==> config.mk <==
export PLATFORM = sky130hd
export DESIGN_NAME = dct_uart_tx
export DESIGN_NICKNAME = d
export VERILOG_FILES = /design/src/rtl/dct_uart_pkg.sv /design/src/rtl/dct_uart_fifo.sv /design/src/rtl/dct_uart_tx.sv
export SDC_FILE = /design/constraint.sdc
export NUM_CORES = 1
export LEC_CHECK = 0
export ABC_AREA = 1
export CAP_MARGIN = 10
export CORE_ASPECT_RATIO = 0.9
export CORE_MARGIN = 2
export CORE_UTILIZATION = 62
export CTS_CLUSTER_SIZE = 16
export DETAILED_ROUTE_END_ITERATION = 12
export HOLD_SLACK_MARGIN = 0.15
export PLACE_DENSITY = 0.79
export RECOVER_POWER = 25
export SLEW_MARGIN = 10
export SYNTH_ARGS = -nofsm -noshare
export SYNTH_HDL_FRONTEND = slang
export SYNTH_SLANG_ARGS = --single-unit
export TNS_END_PERCENT = 20
==> constraint.sdc <==
create_clock -name clk -period 2.45 [get_ports clk]
set_input_delay 0.49 -clock clk [delete_from_list [all_inputs] [get_ports clk]]
set_output_delay 0.49 -clock clk [all_outputs]
set_load 0.05 [all_outputs]
==> src/rtl/dct_uart_pkg.sv <==
// Shared definitions for the DCT board UART paths (transmit and receive).
package dct_uart_pkg;

    // Start bit + 8 data bits + stop bit.
    localparam int UART_FRAME_BITS = 10;

    // 50 MHz system clock at 115200 baud.
    localparam int CLKS_PER_BIT_DEFAULT = 434;

    // Line FSM encoding, kept identical on the receive side.
    typedef logic [1:0] uart_state_t;

    localparam uart_state_t ST_IDLE  = 2'd0;
    localparam uart_state_t ST_START = 2'd1;
    localparam uart_state_t ST_DATA  = 2'd2;
    localparam uart_state_t ST_STOP  = 2'd3;

endpackage

==> src/rtl/dct_uart_fifo.sv <==
// Synchronous first-word-fall-through FIFO shared by the UART transmit and
// receive paths. Pointers carry one extra wrap bit so full and empty are
// told apart without a separate occupancy counter.
module dct_uart_fifo #(
    parameter int WIDTH = 16,
    parameter int DEPTH = 16
) (
    input  logic             clk,
    input  logic             rst_n,
    input  logic             push,
    input  logic [WIDTH-1:0] push_data,
    input  logic             pop,
    output logic [WIDTH-1:0] pop_data,
    output logic             full,
    output logic             empty
);

    localparam int AW = $clog2(DEPTH);
    localparam logic [AW:0] PTR_ONE = {{AW{1'b0}}, 1'b1};

    logic [AW:0]      wr_ptr_q, wr_ptr_d;
    logic [AW:0]      rd_ptr_q, rd_ptr_d;
    logic [WIDTH-1:0] mem_q [DEPTH];
    logic             do_push;
    logic             do_pop;

    // Same index with different wrap bits means the writer is a lap ahead.
    assign empty    = (wr_ptr_q == rd_ptr_q);
    assign full     = (wr_ptr_q[AW] != rd_ptr_q[AW]) &&
                      (wr_ptr_q[AW-1:0] == rd_ptr_q[AW-1:0]);
    assign do_push  = push && !full;
    assign do_pop   = pop && !empty;
    assign pop_data = mem_q[rd_ptr_q[AW-1:0]];

    // Next-pointer computation; a full FIFO refuses a push even alongside a pop.
    always_comb begin
        // NOTE: every output of this block is assigned a default first, so no
        // path leaves a value unassigned and no latch is inferred.
        wr_ptr_d = wr_ptr_q;
        rd_ptr_d = rd_ptr_q;
        if (do_push) wr_ptr_d = wr_ptr_q + PTR_ONE;
        if (do_pop)  rd_ptr_d = rd_ptr_q + PTR_ONE;
    end

    // Pointer registers.
    always_ff @(posedge clk or negedge rst_n) begin
        // NOTE: state is updated with non-blocking assignments so every flop
        // samples pre-edge values regardless of statement order.
        if (!rst_n) begin
            wr_ptr_q <= '0;
            rd_ptr_q <= '0;
        end else begin
            wr_ptr_q <= wr_ptr_d;
            rd_ptr_q <= rd_ptr_d;
        end
    end

    // Storage write port.
    always_ff @(posedge clk) begin
        // NOTE: the array has no reset; the pointers alone decide which
        // entries are valid, and an unreset array maps onto plain RAM.
        if (do_push) mem_q[wr_ptr_q[AW-1:0]] <= push_data;
    end

endmodule

==> src/rtl/dct_uart_tx.sv <==
// DCT coefficient return path: buffers 16-bit coefficients and sends each one
// over the UART line as two 8N1 bytes, high byte first, with no idle time
// between bytes of a word or between queued words.
module dct_uart_tx
    import dct_uart_pkg::*;
#(
    parameter int CLKS_PER_BIT = CLKS_PER_BIT_DEFAULT,
    parameter int FIFO_DEPTH   = 16,
    parameter int DATA_W       = 16
) (
    input  logic              clk,
    input  logic              rst_n,
    input  logic              coef_valid,
    input  logic [DATA_W-1:0] coef_data,
    output logic              coef_ready,
    output logic              uart_tx_pin,
    output logic              tx_busy
);

    localparam logic [15:0] BAUD_LAST = 16'(CLKS_PER_BIT - 1);
    localparam logic [2:0]  LAST_BIT  = 3'(UART_FRAME_BITS - 3);

    uart_state_t       state_q, state_d;
    logic [15:0]       baud_cnt_q, baud_cnt_d;
    logic [2:0]        bit_idx_q, bit_idx_d;
    logic              byte_sel_q, byte_sel_d;
    logic [DATA_W-1:0] shift_word_q, shift_word_d;
    logic              tx_q, tx_d;
    logic              busy_q, busy_d;

    logic              fifo_pop;
    logic [DATA_W-1:0] fifo_data;
    logic              fifo_full;
    logic              fifo_empty;
    logic              push_accept;
    logic              bit_done;
    logic [7:0]        cur_byte;

    dct_uart_fifo #(
        .WIDTH (DATA_W),
        .DEPTH (FIFO_DEPTH)
    ) u_fifo (
        .clk       (clk),
        .rst_n     (rst_n),
        .push      (coef_valid),
        .push_data (coef_data),
        .pop       (fifo_pop),
        .pop_data  (fifo_data),
        .full      (fifo_full),
        .empty     (fifo_empty)
    );

    assign coef_ready  = !fifo_full;
    assign push_accept = coef_valid && !fifo_full;
    assign bit_done    = (baud_cnt_q == BAUD_LAST);
    assign cur_byte    = byte_sel_q ? shift_word_q[7:0] : shift_word_q[DATA_W-1 -: 8];
    assign uart_tx_pin = tx_q;
    assign tx_busy     = busy_q;

    // Line FSM: the line level for the next cycle is computed together with
    // the next state, so the pin and the state always change on the same edge.
    always_comb begin
        state_d      = state_q;
        baud_cnt_d   = baud_cnt_q + 16'd1;
        bit_idx_d    = bit_idx_q;
        byte_sel_d   = byte_sel_q;
        shift_word_d = shift_word_q;
        tx_d         = tx_q;
        fifo_pop     = 1'b0;

        case (state_q)
            ST_IDLE: begin
                baud_cnt_d = '0;
                tx_d       = 1'b1;
                if (!fifo_empty) begin
                    fifo_pop     = 1'b1;
                    shift_word_d = fifo_data;
                    byte_sel_d   = 1'b0;
                    state_d      = ST_START;
                    tx_d         = 1'b0;
                end
            end
            ST_START: begin
                if (bit_done) begin
                    baud_cnt_d = '0;
                    bit_idx_d  = '0;
                    state_d    = ST_DATA;
                    tx_d       = cur_byte[0];
                end
            end
            ST_DATA: begin
                if (bit_done) begin
                    baud_cnt_d = '0;
                    if (bit_idx_q == LAST_BIT) begin
                        state_d = ST_STOP;
                        tx_d    = 1'b1;
                    end else begin
                        bit_idx_d = bit_idx_q + 3'd1;
                        tx_d      = cur_byte[bit_idx_q + 3'd1];
                    end
                end
            end
            ST_STOP: begin
                if (bit_done) begin
                    baud_cnt_d = '0;
                    if (!byte_sel_q) begin
                        // Low byte of the same word follows immediately.
                        byte_sel_d = 1'b1;
                        state_d    = ST_START;
                        tx_d       = 1'b0;
                    end else if (!fifo_empty) begin
                        // Next word is popped here so words stay contiguous.
                        fifo_pop     = 1'b1;
                        shift_word_d = fifo_data;
                        byte_sel_d   = 1'b0;
                        state_d      = ST_START;
                        tx_d         = 1'b0;
                    end else begin
                        state_d = ST_IDLE;
                        tx_d    = 1'b1;
                    end
                end
            end
            default: begin
                state_d    = ST_IDLE;
                baud_cnt_d = '0;
                tx_d       = 1'b1;
            end
        endcase

        // Busy reflects the state and FIFO occupancy that follow this edge.
        busy_d = (state_d != ST_IDLE) || push_accept || (!fifo_empty && !fifo_pop);
    end

    // FSM, counters, shifter and line flop; reset abandons any frame in flight.
    always_ff @(posedge clk or negedge rst_n) begin
        if (!rst_n) begin
            state_q      <= ST_IDLE;
            baud_cnt_q   <= '0;
            bit_idx_q    <= '0;
            byte_sel_q   <= 1'b0;
            shift_word_q <= '0;
            tx_q         <= 1'b1;
            busy_q       <= 1'b0;
        end else begin
            state_q      <= state_d;
            baud_cnt_q   <= baud_cnt_d;
            bit_idx_q    <= bit_idx_d;
            byte_sel_q   <= byte_sel_d;
            shift_word_q <= shift_word_d;
            tx_q         <= tx_d;
            busy_q       <= busy_d;
        end
    end

endmodule

==> flow_metrics.py, run 1 <==
# Generated from Yosys and OpenROAD reports
metrics = {
    "global_routing": {
        "grt.overflow.total": 0,
        "track_usage_pct": 26.8,
        "grt_pass1_wl_mm": 45.3,
        "antenna_found_initial": 0,
    },
    "logic_synthesis": {
        "synth.distinct_cells": 40,
        "yosys_register_bits": 306,
        "syn-cell-area_um2": 12900,
        "ys_seq_share_pct": 69.5,
        "synthesis.nets": 1134,
    },
    "power_and_ir_drop": {
        "intPower_mw": 9.14,
        "powerComb_mw": 1.15,
        "power-top-group": "registers",
        "comb_power_share_pct": 9.5,
    },
    "worst_setup_path": {
        "crit_chain": "clkdlybuf4s50_1",
        "cp_slowest_cell": "clkdlybuf4s50_1",
        "cp.required_ns": 1.96,
    },
    "floorplan": {
        "num_rows": 49,
        "fp-utilization_pct": 63.8,
    },
    "finish": {
        "final_area_um2": 14600,
        "num-nonclk-inverters": 47,
        "n_all_buffers": 56,
        "diodes": 0,
        "logic_area_um2": 3520,
        "drive_above_1_share_pct": 10.7,
        "final_cells": 1416,
    },
    "placed_design": {
        "dp_cells": 1359,
    },
    "final_timing": {
        "drv_slew": 0,
        "fmax_mhz": 424,
        "whs_ns": 0.447,
    },
    "status": {
        "outcome": "complete, no violations",
    },
    "clock_network": {
        "clk_path_buf_depth": 3,
        "clock_latency_ns": 0.57,
        "cts_tree": "done",
    },
    "drt": {
        "routed.top_layer": "met4",
    },
}
run 1: cells in the final DEF, fill, tap and decap left out, drive strengths merged, types with 6 or more instances in the layout:
cell / netlist / final
nand2: 145 / 145
clkbuf: 23 / 36
ha: 13 / 13
edfxtp: 256 / 256
nand4: 6 / 6
o211ai: 32 / 32
clkinv: 2 / 19
dlygate4sd3: 0 / 9
nand3: 57 / 57
buf: 30 / 34
o32ai: 32 / 32
clkdlybuf4s50: 0 / 11
o21ai: 130 / 130
a21oi: 10 / 10
inv: 45 / 46
dfrtp: 49 / 49
xor2: 12 / 12
nor3: 8 / 8
nor2: 242 / 242
run 1: final timing paths:
path,startpoint,end,cells past startpoint
min in group clk,bit_idx_q[1],bit_idx_q[1],2
max in group asynchronous,rst_n,u_fifo.rd_ptr_q[0],3
setup / recovery,uart_tx_pin,uart_tx_pin,1
setup reg to reg,u_fifo.rd_ptr_q[2],shift_word_q[6],7
hold reg to reg,bit_idx_q[1],bit_idx_q[1],2
hold / removal,rst_n,baud_cnt_q[1],2
run 1: cells in the mapped netlist (7+ instances only):
cell	instances	area, um^2
a21oi_1	10	50.1
buf_2	23	115
clkbuf_1	23	86.3
dfrtp_1	49	1230
edfxtp_1	256	7690
ha_1	13	163
inv_1	39	146
nand2_1	140	526
nand3_1	56	280
nor2_1	235	882
nor3_1	7	35.0
o211ai_1	32	240
o21ai_0	119	596
o21ai_1	9	45.0
o32ai_1	32	280
xor2_1	11	96.3
run 1: cells by family after synthesis:
family / Yosys count / share of synthesized area [%]
simple gates: 461 / 15.0
flops: 306 / 69.5
compound gates: 207 / 9.76
buf+inv: 100 / 3.45
xor+xnor: 15 / 1.08
fa+ha+maj: 13 / 1.26
Run 1, M3 wires:
Bar = 50 um.
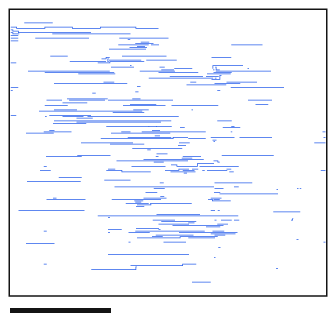
- longest straight run: 69.0 um
- wire length on this layer: 2780 um
- share of all routed wire: 9.6%
- main direction: horizontal

Run 1, wiring by layer:
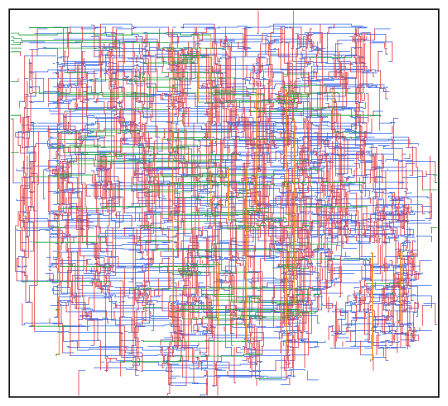
- orange: met4 (wire length 874 um)
- blue: met1 (wire length 11900 um)
- green: met3 (wire length 2780 um)
- red: met2 (wire length 13500 um)

Run 1, a small window of the routed layout:
Region (58, 22) to (98, 62) um. Cells in grey, sequential cells in the stronger grey; small squares are vias.
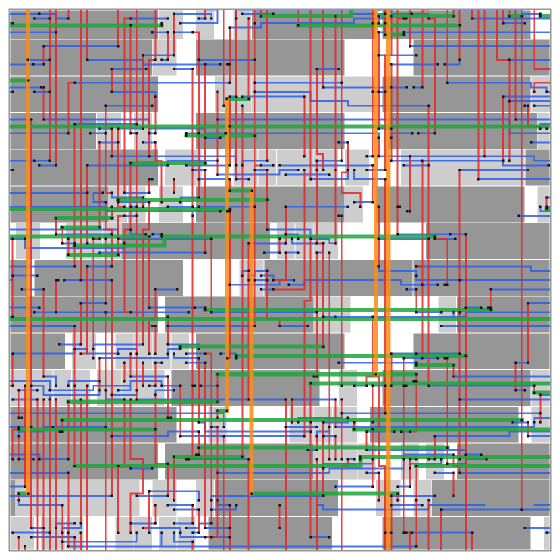
- blue: met1
- orange: met4
- red: met2
- green: met3
- sequential cells in the window: 36
- netlist names of flops here include: u_fifo.mem_q (32), shift_word_q (4)
- cells with their middle in the window: 100
- most frequent: edfxtp_1 (32), nor2_1 (17), o21ai_0 (17)

Run 1, clock distribution:
Bar = 50 um.
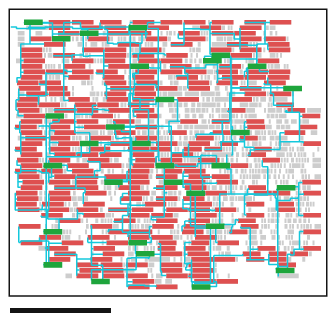
- cyan: clock wires (length 3200 um)
- red: flip-flops (count 306)
- green: cells driving clock nets (count 30)
- flops lie: spread over the die
- routed clock nets: 31

Run 1, placement view:
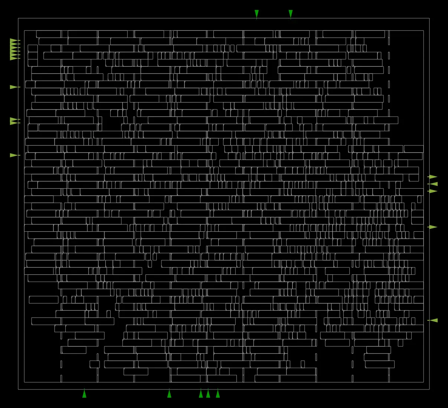

==> run 2: changes to the inputs <==
Settings changed: CORE_ASPECT_RATIO 0.9 to 1.5.
Run 2, placement view:
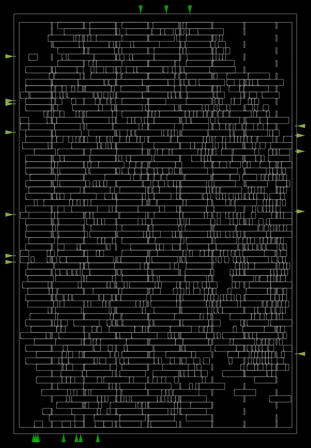
n_taps: 264
Final Util: 71.0%
non-filler cells in the finished layout: 1420
Seq area share: 61.7%

Run 2, clock distribution:
Bar = 20 um.
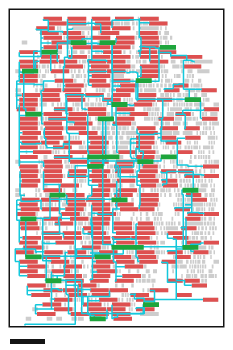
- red: flip-flops (count 306)
- green: cells driving clock nets (count 27)
- cyan: clock wires (length 3160 um)
- routed clock nets: 28
- flops lie: spread over the die

==> flow_metrics.py, run 2 <==
# Generated from Yosys and OpenROAD reports
metrics = {
    "status": {
        "outcome": "complete, no violations",
    },
    "finish": {
        "drive_above_1_share_pct": 10.6,
        "mostFrequentLayoutCell": "edfxtp_1",
        "final_area_um2": 14500,
        "diodes": 0,
        "mostFrequentLayoutCells": "edfxtp_1 (256), nor2_1 (220), nand2_1 (140), o21ai_0 (119), nand3_1 (56)",
    },
    "worst_setup_path": {
        "worstReg2RegStart": "u_fifo.wr_ptr_q[4]",
        "cp_slowest_cell": "clkdlybuf4s50_1",
        "crit_chain": "clkdlybuf4s50_1",
        "cp_num_cells": 1,
        "critPathLaunch": "uart_tx_pin",
        "endpoint": "uart_tx_pin",
        "rr_worst_depth": 7,
    },
    "logic_synthesis": {
        "synthesis.nets": 1134,
        "netlist.area_leader.share_pct": 59.7,
        "syn-cell-area_um2": 12900,
        "simple_gate_area_share_pct": 15.0,
        "ys_sh_aoi_pct": 9.76,
        "top_cells_by_area": "edfxtp_1 (60%), dfrtp_1 (9.5%), nor2_1 (6.9%)",
        "synthXorXnorAreaFrac_pct": 1.08,
        "logic_family": "simple AND/OR/NAND/NOR gates",
        "ys_seq_share_pct": 69.5,
        "synth.distinct_cells": 40,
        "top_cell": "edfxtp_1",
        "yosys.area.top_type": "edfxtp_1",
        "common_cells": "edfxtp_1 (256), nor2_1 (235), nand2_1 (140)",
    },
    "final_timing": {
        "fmax_mhz": 428,
        "drv_slew": 0,
    },
    "floorplan": {
        "fp-utilization_pct": 63.0,
        "num_rows": 64,
    },
    "power_and_ir_drop": {
        "intPower_mw": 9.12,
        "power-top-group": "registers",
        "comb_power_share_pct": 9.4,
    },
    "clock_network": {
        "clock_latency_ns": 0.54,
        "clk_path_buf_depth": 3,
    },
    "global_routing": {
        "grt_pass1_wl_mm": 44.7,
        "antenna_found_initial": 0,
    },
}
-- run 2: cells by family after synthesis --
| logic type | Yosys count |
|---|---|
| compound gates | 207 |
| buf+inv | 100 |
| xor+xnor | 15 |
| flops | 306 |
| fa+ha+maj | 13 |
| simple gates | 461 |
-- run 2: cell type report --
cell class,instances,area share (%)
Sequential cell,306,61.7
Inverter,47,1.24
Clock buffer,33,4.88
Clock inverter,15,1.53
Timing Repair Buffer,59,4.06
Tap cell,264,2.28
Multi-Input combinational cell,696,24.3
-- run 2: per-layer routing --
layer	routed length (um)	up-vias	GRT usage [%]
met5	0	-	0
met2	14500	350	44.8
met4	1020	0	10.7
li1	-	3972	-
met1	11200	4140	35.1
met3	1890	69	3.01
-- run 2: how the worst min path moves through the flow --
stage | start | end | depth (start not counted)
after floorplan | rst_n | baud_cnt_q[0] | 0
after detailed placement | shift_word_q[4] | shift_word_q[4] | 2
after global placement | shift_word_q[14] | shift_word_q[14] | 2
after global routing | shift_word_q[11] | shift_word_q[11] | 2
after CTS | rst_n | baud_cnt_q[0] | 2
final | shift_word_q[11] | shift_word_q[11] | 2
-- run 2: what timing repair did --
item	in CTS	in global routing
hold buffers	1	0
buffers inserted	0	0
hold endpoints to repair	20	0
-- run 2: stage by stage --
step	cells	utilization [%]	hold slack (ns)
floorplan	1102	-	0.194
global placement	1371	66.4	0.465
detailed placement	1371	66.4	0.470
CTS	1420	71.0	0.456
global route	1420	71.0	0.507
finish	1420	71.0	0.485
-- run 2: worst register-to-register path: stages, from the launching register on --
cell	delay (ns)
dfrtp_1	0.42
xnor2_1	0.38
nand3b_2	0.22
nand2_2	0.09
inv_4	0.11
nand2_1	0.16
nor2_2	0.23
buf_4	0.22
Run 2, wiring by layer:
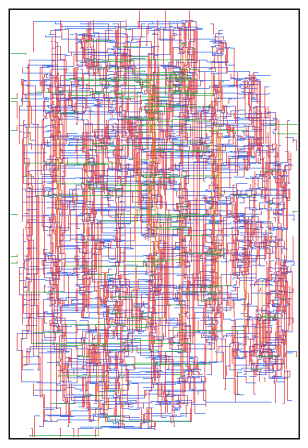

==> run 3: changes to the inputs <==
Settings changed: CORE_UTILIZATION 62 to 66, PLACE_DENSITY 0.79 to 0.84.
Clock period 2.45 ns to 2.94 ns, I/O delays scaled along.
Run 3, wiring by layer:
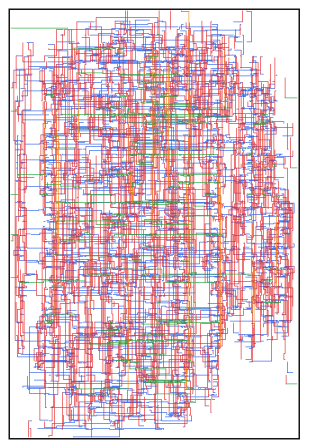
- green: met3 (wire length 2070 um)
- orange: met4 (wire length 1430 um)
- blue: met1 (wire length 10600 um)
- red: met2 (wire length 15200 um)

Run 3, clock distribution:
Bar = 20 um.
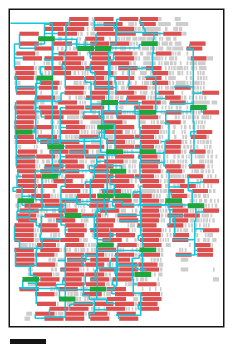
- red: flip-flops (count 306)
- cyan: clock wires (length 3010 um)
- green: cells driving clock nets (count 27)
- flops lie: spread over the die
- routed clock nets: 28

==> flow_metrics.py, run 3 <==
# Generated from Yosys and OpenROAD reports
metrics = {
    "logic_synthesis": {
        "synth.distinct_cells": 40,
        "top_cell": "edfxtp_1",
        "top_cells_by_area": "edfxtp_1 (60%), dfrtp_1 (9.5%), nor2_1 (6.9%)",
        "yosys.area.top_type": "edfxtp_1",
        "syn-cell-area_um2": 12900,
        "common_cells": "edfxtp_1 (256), nor2_1 (235), nand2_1 (140)",
        "yosys_register_bits": 306,
        "netlist.area_leader.share_pct": 59.7,
    },
    "worst_setup_path": {
        "rr_worst_depth": 10,
        "cp_slowest_cell": "clkdlybuf4s50_1",
        "worstReg2RegStart": "u_fifo.rd_ptr_q[0]",
        "reg2reg_to": "u_fifo.mem_q[8][15]",
        "critPathLaunch": "uart_tx_pin",
        "cp.required_ns": 2.35,
        "crit_chain": "clkdlybuf4s50_1",
    },
    "global_routing": {
        "track_usage_pct": 28.4,
        "antenna_found_initial": 1,
    },
    "finish": {
        "sh_seq_area_pct": 62.3,
        "mostFrequentLayoutCells": "edfxtp_1 (256), nor2_1 (220), nand2_1 (140), o21ai_0 (119), nand3_1 (56)",
        "comb_cells": 696,
        "final_cells": 1403,
        "n_all_buffers": 48,
        "num-nonclk-inverters": 47,
        "drive_above_1_share_pct": 9.69,
        "diodes": 1,
        "nClkBuffers": 37,
    },
    "floorplan": {
        "fp-utilization_pct": 67.2,
        "nWellTaps": 256,
        "num_rows": 62,
    },
    "status": {
        "outcome": "complete, no violations",
    },
    "clock_network": {
        "cts_tree": "done",
        "clock_latency_ns": 0.53,
    },
    "placed_design": {
        "dp_cells": 1352,
    },
    "power_and_ir_drop": {
        "intPower_mw": 7.39,
    },
    "final_timing": {
        "fmax_mhz": 408,
    },
    "min_path": {
        "hp-start": "shift_word_q[5]",
        "holdPathStages": 2,
    },
}
==> run 3: routing by layer <==
metal	routed length, um	track usage, %	vias up	part of all wire, %
met3	2070	4.24	100	7.1
met2	15200	50.0	453	52
met4	1430	15.1	0	4.9
li1	-	-	3944	-
met1	10600	33.8	4241	36
met5	0	0	-	0
==> run 3: power by group through the flow <==
stage	Combinational (mW)	Sequential, mW	Clock (mW)
after detailed placement	0.906	5.30	0
after global routing	0.982	5.24	3.69
after global placement	0.878	5.29	0
final	0.929	5.22	3.52
after CTS	0.925	5.22	3.52
after floorplan	0.484	5.28	0
==> run 3: worst max-delay path by stage <==
stage,endpoint,slack [ns],cells after the start
2_1_floorplan,u_fifo.mem_q[0][0],0.42,6
3_3_place_gp,u_fifo.mem_q[15][11],0.65,5
3_5_place_dp,u_fifo.mem_q[10][15],0.59,6
4_1_cts,uart_tx_pin,0.48,1
5_1_grt,uart_tx_pin,0.47,1
6_report,uart_tx_pin,0.49,1
==> run 3: what timing repair did <==
action,in CTS,in global routing
resized,0,0
hold buffers,1,0
setup buffers,0,0
hold endpoints to repair,19,0
==> run 3: cell families after synthesis <==
family | Yosys count | share of synthesized area, %
XOR/XNOR | 15 | 1.08
adder cells (fa/ha/maj) | 13 | 1.26
AND/OR/NAND/NOR | 461 | 15.0
AND-OR/OR-AND | 207 | 9.76
buffers and inverters | 100 | 3.45
flip-flops | 306 | 69.5
==> run 3: through the flow <==
step / instance area, um^2 / hold WS, ns
2_1_floorplan: 12900 / 0.292
3_3_place_gp: 13500 / 0.465
3_5_place_dp: 13500 / 0.470
4_1_cts: 14400 / 0.484
5_1_grt: 14400 / 0.506
6_report: 14400 / 0.484
Power is estimated from default activity; no workload was simulated.
